===== config.mk =====
export PLATFORM = sky130hd
export DESIGN_NAME = element_serializer
export DESIGN_NICKNAME = d
export VERILOG_FILES = /design/src/rtl/element_serializer.sv
export SDC_FILE = /design/constraint.sdc
export NUM_CORES = 1
export LEC_CHECK = 0
export CORE_AREA = 2 2 98 100
export CTS_CLUSTER_SIZE = 28
export DETAILED_ROUTE_END_ITERATION = 10
export DIE_AREA = 0 0 100 102
export PLACE_DENSITY = 0.64
export SETUP_SLACK_MARGIN = 0.15
export SYNTH_ARGS = -nofsm -noshare
export SYNTH_HDL_FRONTEND = slang
export SYNTH_SLANG_ARGS = --single-unit

===== constraint.sdc =====
create_clock -name clk -period 2 [get_ports clk]
set_input_delay 0.4 -clock clk [delete_from_list [all_inputs] [get_ports clk]]
set_output_delay 0.4 -clock clk [all_outputs]
set_load 0.005 [all_outputs]

===== src/rtl/element_serializer.sv =====
// Element serializer: accepts wide elements and streams them out one byte at a
// time, MSB first. A holding register lets the next element wait behind the
// active one, so consecutive elements leave without a gap between them.
module element_serializer #(
    parameter int ELEMENT_WIDTH = 3
) (
    input  logic                       clk,
    input  logic                       reset,
    input  logic [ELEMENT_WIDTH*8-1:0] element,
    input  logic                       element_valid,
    output logic                       element_ready,
    output logic [7:0]                 byte_out,
    output logic                       byte_valid,
    input  logic                       byte_ready,
    output logic                       byte_last,
    output logic                       busy,
    output logic [15:0]                elements_sent
);

    localparam int EW = ELEMENT_WIDTH * 8;
    localparam int IW = (ELEMENT_WIDTH > 1) ? $clog2(ELEMENT_WIDTH) : 1;
    localparam logic [IW-1:0] LAST_IDX = IW'(ELEMENT_WIDTH - 1);

    typedef enum logic {
        IDLE  = 1'b0,
        SHIFT = 1'b1
    } state_t;

    state_t          state_r;
    state_t          state_s;
    logic [EW-1:0]   shift_r;
    logic [EW-1:0]   shift_s;
    logic [EW-1:0]   hold_r;
    logic [EW-1:0]   hold_s;
    logic            hold_full_r;
    logic            hold_full_s;
    logic [IW-1:0]   index_r;
    logic [IW-1:0]   index_s;
    logic            last_r;
    logic            last_s;
    logic            busy_r;
    logic            busy_s;
    logic [15:0]     sent_r;
    logic [15:0]     sent_s;
    logic            accept_s;
    logic            handshake_s;
    logic            at_last_s;

    // The active byte always sits in the top byte of the shift register.
    assign element_ready = !reset && !hold_full_r;
    assign byte_valid    = (state_r == SHIFT);
    assign byte_out      = shift_r[EW-1 -: 8];
    assign byte_last     = last_r;
    assign busy          = busy_r;
    assign elements_sent = sent_r;

    assign accept_s    = element_valid && element_ready;
    assign handshake_s = byte_valid && byte_ready;
    assign at_last_s   = (index_r == LAST_IDX);

    // Next-state and datapath decisions for both storage registers.
    always_comb begin
        state_s     = state_r;
        shift_s     = shift_r;
        hold_s      = hold_r;
        hold_full_s = hold_full_r;
        index_s     = index_r;
        sent_s      = sent_r;
        case (state_r)
            IDLE: begin
                if (accept_s) begin
                    shift_s = element;
                    index_s = {IW{1'b0}};
                    state_s = SHIFT;
                end else begin
                    state_s = IDLE;
                end
            end
            SHIFT: begin
                if (handshake_s) begin
                    if (at_last_s) begin
                        // Element finished: refill from holding, from the
                        // input, or fall back to idle.
                        sent_s  = sent_r + 16'd1;
                        index_s = {IW{1'b0}};
                        if (hold_full_r) begin
                            shift_s     = hold_r;
                            hold_s      = {EW{1'b0}};
                            hold_full_s = 1'b0;
                        end else if (accept_s) begin
                            shift_s = element;
                        end else begin
                            shift_s = {EW{1'b0}};
                            state_s = IDLE;
                        end
                    end else begin
                        shift_s = shift_r << 8;
                        index_s = index_r + 1'b1;
                        if (accept_s) begin
                            hold_s      = element;
                            hold_full_s = 1'b1;
                        end else begin
                            hold_full_s = hold_full_r;
                        end
                    end
                end else if (accept_s) begin
                    hold_s      = element;
                    hold_full_s = 1'b1;
                end else begin
                    state_s = SHIFT;
                end
            end
            default: begin
                state_s     = IDLE;
                shift_s     = {EW{1'b0}};
                hold_s      = {EW{1'b0}};
                hold_full_s = 1'b0;
                index_s     = {IW{1'b0}};
            end
        endcase
        last_s = (state_s == SHIFT) && (index_s == LAST_IDX);
        busy_s = (state_s == SHIFT) || hold_full_s;
    end

    // State register.
    always_ff @(posedge clk) begin
        if (reset) begin
            state_r <= IDLE;
        end else begin
            state_r <= state_s;
        end
    end

    // Datapath and registered status outputs.
    always_ff @(posedge clk) begin
        if (reset) begin
            shift_r     <= {EW{1'b0}};
            hold_r      <= {EW{1'b0}};
            hold_full_r <= 1'b0;
            index_r     <= {IW{1'b0}};
            last_r      <= 1'b0;
            busy_r      <= 1'b0;
            sent_r      <= 16'd0;
        end else begin
            shift_r     <= shift_s;
            hold_r      <= hold_s;
            hold_full_r <= hold_full_s;
            index_r     <= index_s;
            last_r      <= last_s;
            busy_r      <= busy_s;
            sent_r      <= sent_s;
        end
    end

endmodule


==> summary.txt <==
run results: status complete, no violations, Syn Std Cell Area between 0.003 and 0.004 mm², Total Negative Setup Slacks 0 ps, Crit path depth 1, layout cell share with drive strength beyond 1 0.110, Sequential Power Share 0.474, Tightest Hold Check Type in -> reg, R2R cell count 5, Clock Latency Late Sink about 340 ps, cycle use final 0.873, Slew @ Worst Pin between 300 and 400 ps, WHS Path Cells 2, critical path capture point type output pin, Critical Path Start Type flop, setup bufs post-CTS 0, via/cell ratio 5.52, Final GP Congestion 0.764, CTS max path bufs 2, relative slew slack 0.745, core area 0.00911 mm², hpwl dp 5570 µm, Tot GR Track Use 0.164, top cells, area dfxtp_1 44%, a22o_1 6.7%, a221o_1 5.1%, a21oi_1 4.1%, a211oi_1 4.1%, Critical Path End elements_sent[5], CTS tree yes, hold slack 400 ps, CP delay by family, top buffers and inverters, crit-path max cell delay 550 ps, Achievable Freq 573 MHz, Worst path slowest cell clkdlybuf4s50_1, Yosys Warn Count 0, worst flop-to-flop path endpoint elements_sent[14]$_SDFFE_PP0P_, Crit Path Class reg -> out, Clock Root Buffer clkbuf_8, register area share after synthesis 0.445, Slew Viols, Final 0, switch share 0.237, final core occ 0.454, Post-Syn Instances 356, initial antenna violation count 0, drt drc 0, Leak 0.00148 µW, WL per Instance 15.6 µm, tool warnings 26, ys flop type dfxtp_1, Clock transition at path regs 70 ps, largest net degree at the start of global routing 28, Worst Path Required 1600 ps, most frequent logic cell in the layout dfxtp_1, net count after synthesis 385, leading area contributor after synthesis dfxtp_1, fin crit period roughly 1700 ps, number of port buffers 55, vias in the first global route 2,689, Max IR drop VDD approximately 0.33 mV, Distinct cells, synth 39, Syn-to-layout area delta 31.3%, WP buf/inv 1, Yosys Instances 356, FP Rows 35, Layout Skew 9.62 ps, Int Power between 2000 and 2500 µW, diode count 0, Detailed Route Iter0 Violations 108, asr flop ratio synth 0, Worst Setup SP elements_sent[5]$_SDFFE_PP0P_, Comb power frac 0.124, Num CTS Buffers 9, final net count 435, First-pass DRT Iterations 4, Clock Power Share 0.402, Synth flops 70, die footprint 0.0102 mm², post-route ant nets 0, Post-synth EDFFs 0, syn avg cell area approximately 9 µm², YS chip area between 0.003 and 0.004 mm², fin cells ~520, Post-Place Cells 506, most frequent cells in the layout 69 x dfxtp_1, 53 x clkdlybuf4s50_1, 28 x nand2_1, 28 x nor2_1, 26 x a21oi_1, crit-path max FO 7, CP Cell Sequence clkdlybuf4s50_1, H-tree levels 3, Die X 100 µm, Core Util at FP 0.346, GRT overflow 0, NetSw 751 µW, Max Cap Viol 0, launching point of the worst reg2reg path elements_sent[0]$_SDFFE_PP0P_, R2R setup slack roughly 280 ps, Setup violations, final 0, post-synth top area share 0.445, PwrDens around 770 mW/mm², die y size 102 µm, I/O pin count roughly 56, CP arrival 1350 ps, Fin. Hold Viols 0
## layer usage
| metal | wire length, µm | GRT usage | vias to the layer above |
|---|---|---|---|
| met5 | 0 | 0 | - |
| met4 | 105 | 0.0790 | 0 |
| met3 | 412 | 0.0287 | 7 |
| met2 | 3840 | 0.263 | 88 |
| met1 | 3770 | 0.214 | 1352 |
| li1 | - | - | 1431 |
## per-stage QoR
stage	cell area [µm²]	setup slack [ps]	power [µW]
final	4140	255	3170
after global routing	4140	156	3310
after CTS	4130	193	3200
after detailed placement	3910	-176	1930
after global placement	3910	-142	1920
after floorplan	3150	182	1740
## timing repair
| action | CTS | global route |
|---|---|---|
| endpoints found under the setup margin | 1 | 4 |
| gates resized | 1 | 2 |
| hold buffers | 0 | 0 |
## cell usage after synthesis (all sizes together), types with 10 or more instances
| master | number |
|---|---|
| dfxtp | 70 |
| nor2 | 29 |
| nand2 | 28 |
| a21oi | 26 |
| a22o | 24 |
| buf | 21 |
| o21ai | 21 |
| clkbuf | 19 |
| a211oi | 17 |
| a221o | 16 |
| o211ai | 16 |
| nor3 | 10 |
## worst min path at each step
| stage | slack [ps] | end | start |
|---|---|---|---|
| after global routing | 430 | hold_full_r$_SDFF_PP0_ | reset |
| final | 400 | hold_full_r$_SDFF_PP0_ | reset |
| after floorplan | 450 | hold_r[0]$_SDFFE_PP0P_ | hold_r[0]$_SDFFE_PP0P_ |
| after global placement | 460 | hold_r[18]$_SDFFE_PP0P_ | hold_r[18]$_SDFFE_PP0P_ |
| after detailed placement | 470 | hold_r[19]$_SDFFE_PP0P_ | hold_r[19]$_SDFFE_PP0P_ |
| after CTS | 390 | hold_full_r$_SDFF_PP0_ | reset |
## final cells by class
type                       count  area, µm²  area share
multi-input combinational    244       1560       0.377
clock inverter                 3       67.6      0.0163
sequential                    70       1400       0.339
timing repair buffer          79        803       0.194
tap                          111        139      0.0336
clock buffer                  12        155      0.0375
inverter                       2       7.51     0.00182
## logic make-up after synthesis
| logic type | after synthesis | share of synthesized area |
|---|---|---|
| compound gates | 131 | 0.294 |
| simple gates | 101 | 0.164 |
| flops | 70 | 0.445 |
| buf+inv | 42 | 0.0624 |
| xor+xnor | 10 | 0.0278 |
| mux | 1 | 0.00318 |
| fa+ha+maj | 1 | 0.00397 |
## power groups by stage
stage / clock [µW] / sequential [µW] / combinational, µW
final: 1280 / 1500 / 394
after global routing: 1360 / 1510 / 434
after CTS: 1300 / 1500 / 393
after detailed placement: 0 / 1530 / 392
after global placement: 0 / 1530 / 389
after floorplan: 0 / 1520 / 222
## flip-flops by register name (all words and copies together), names as in the netlist
name           flops
hold_r            24
byte_valid         1
shift_r           24
index_r            2
elements_sent     16
busy               1
hold_full_r        1
byte_last          1
**M1 wires**

Supply wires on this layer in gray.
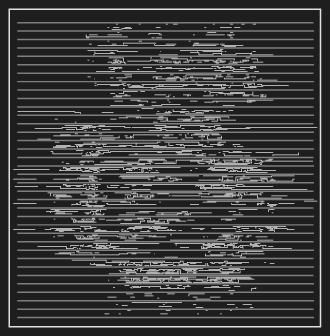
399 nets have wire on it. The longest straight run is 32.2 µm. The wires run mostly horizontal. The layer holds 46% of the routed length.
Routed WL: 8120 µm
vias post-DR: 2,878
met1 usage: 0.214

**Met2 routing**

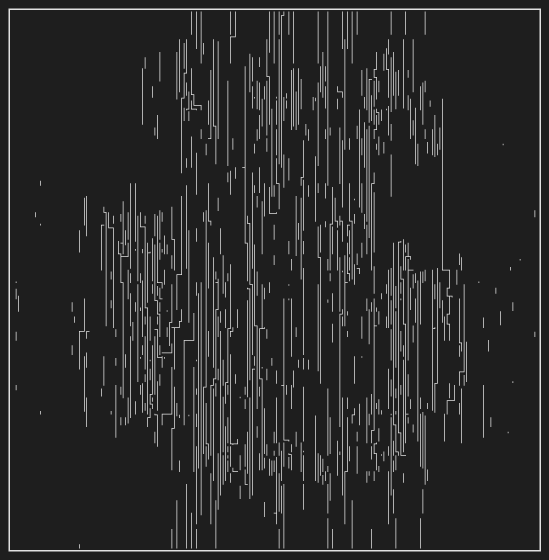
The layer carries 3,840 µm of wire. The layer holds 47% of the routed length. The wires run mostly vertical. 352 nets have wire on it. The longest straight run is 43.9 µm.

**Signal wires on met3**

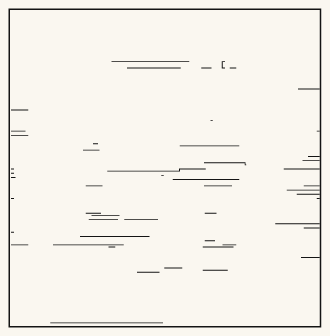
The layer carries 412 µm of wire. The longest straight run is 36.1 µm. 41 nets have wire on it.

Power figures rest on the tool's default switching activity, not on a simulated workload.
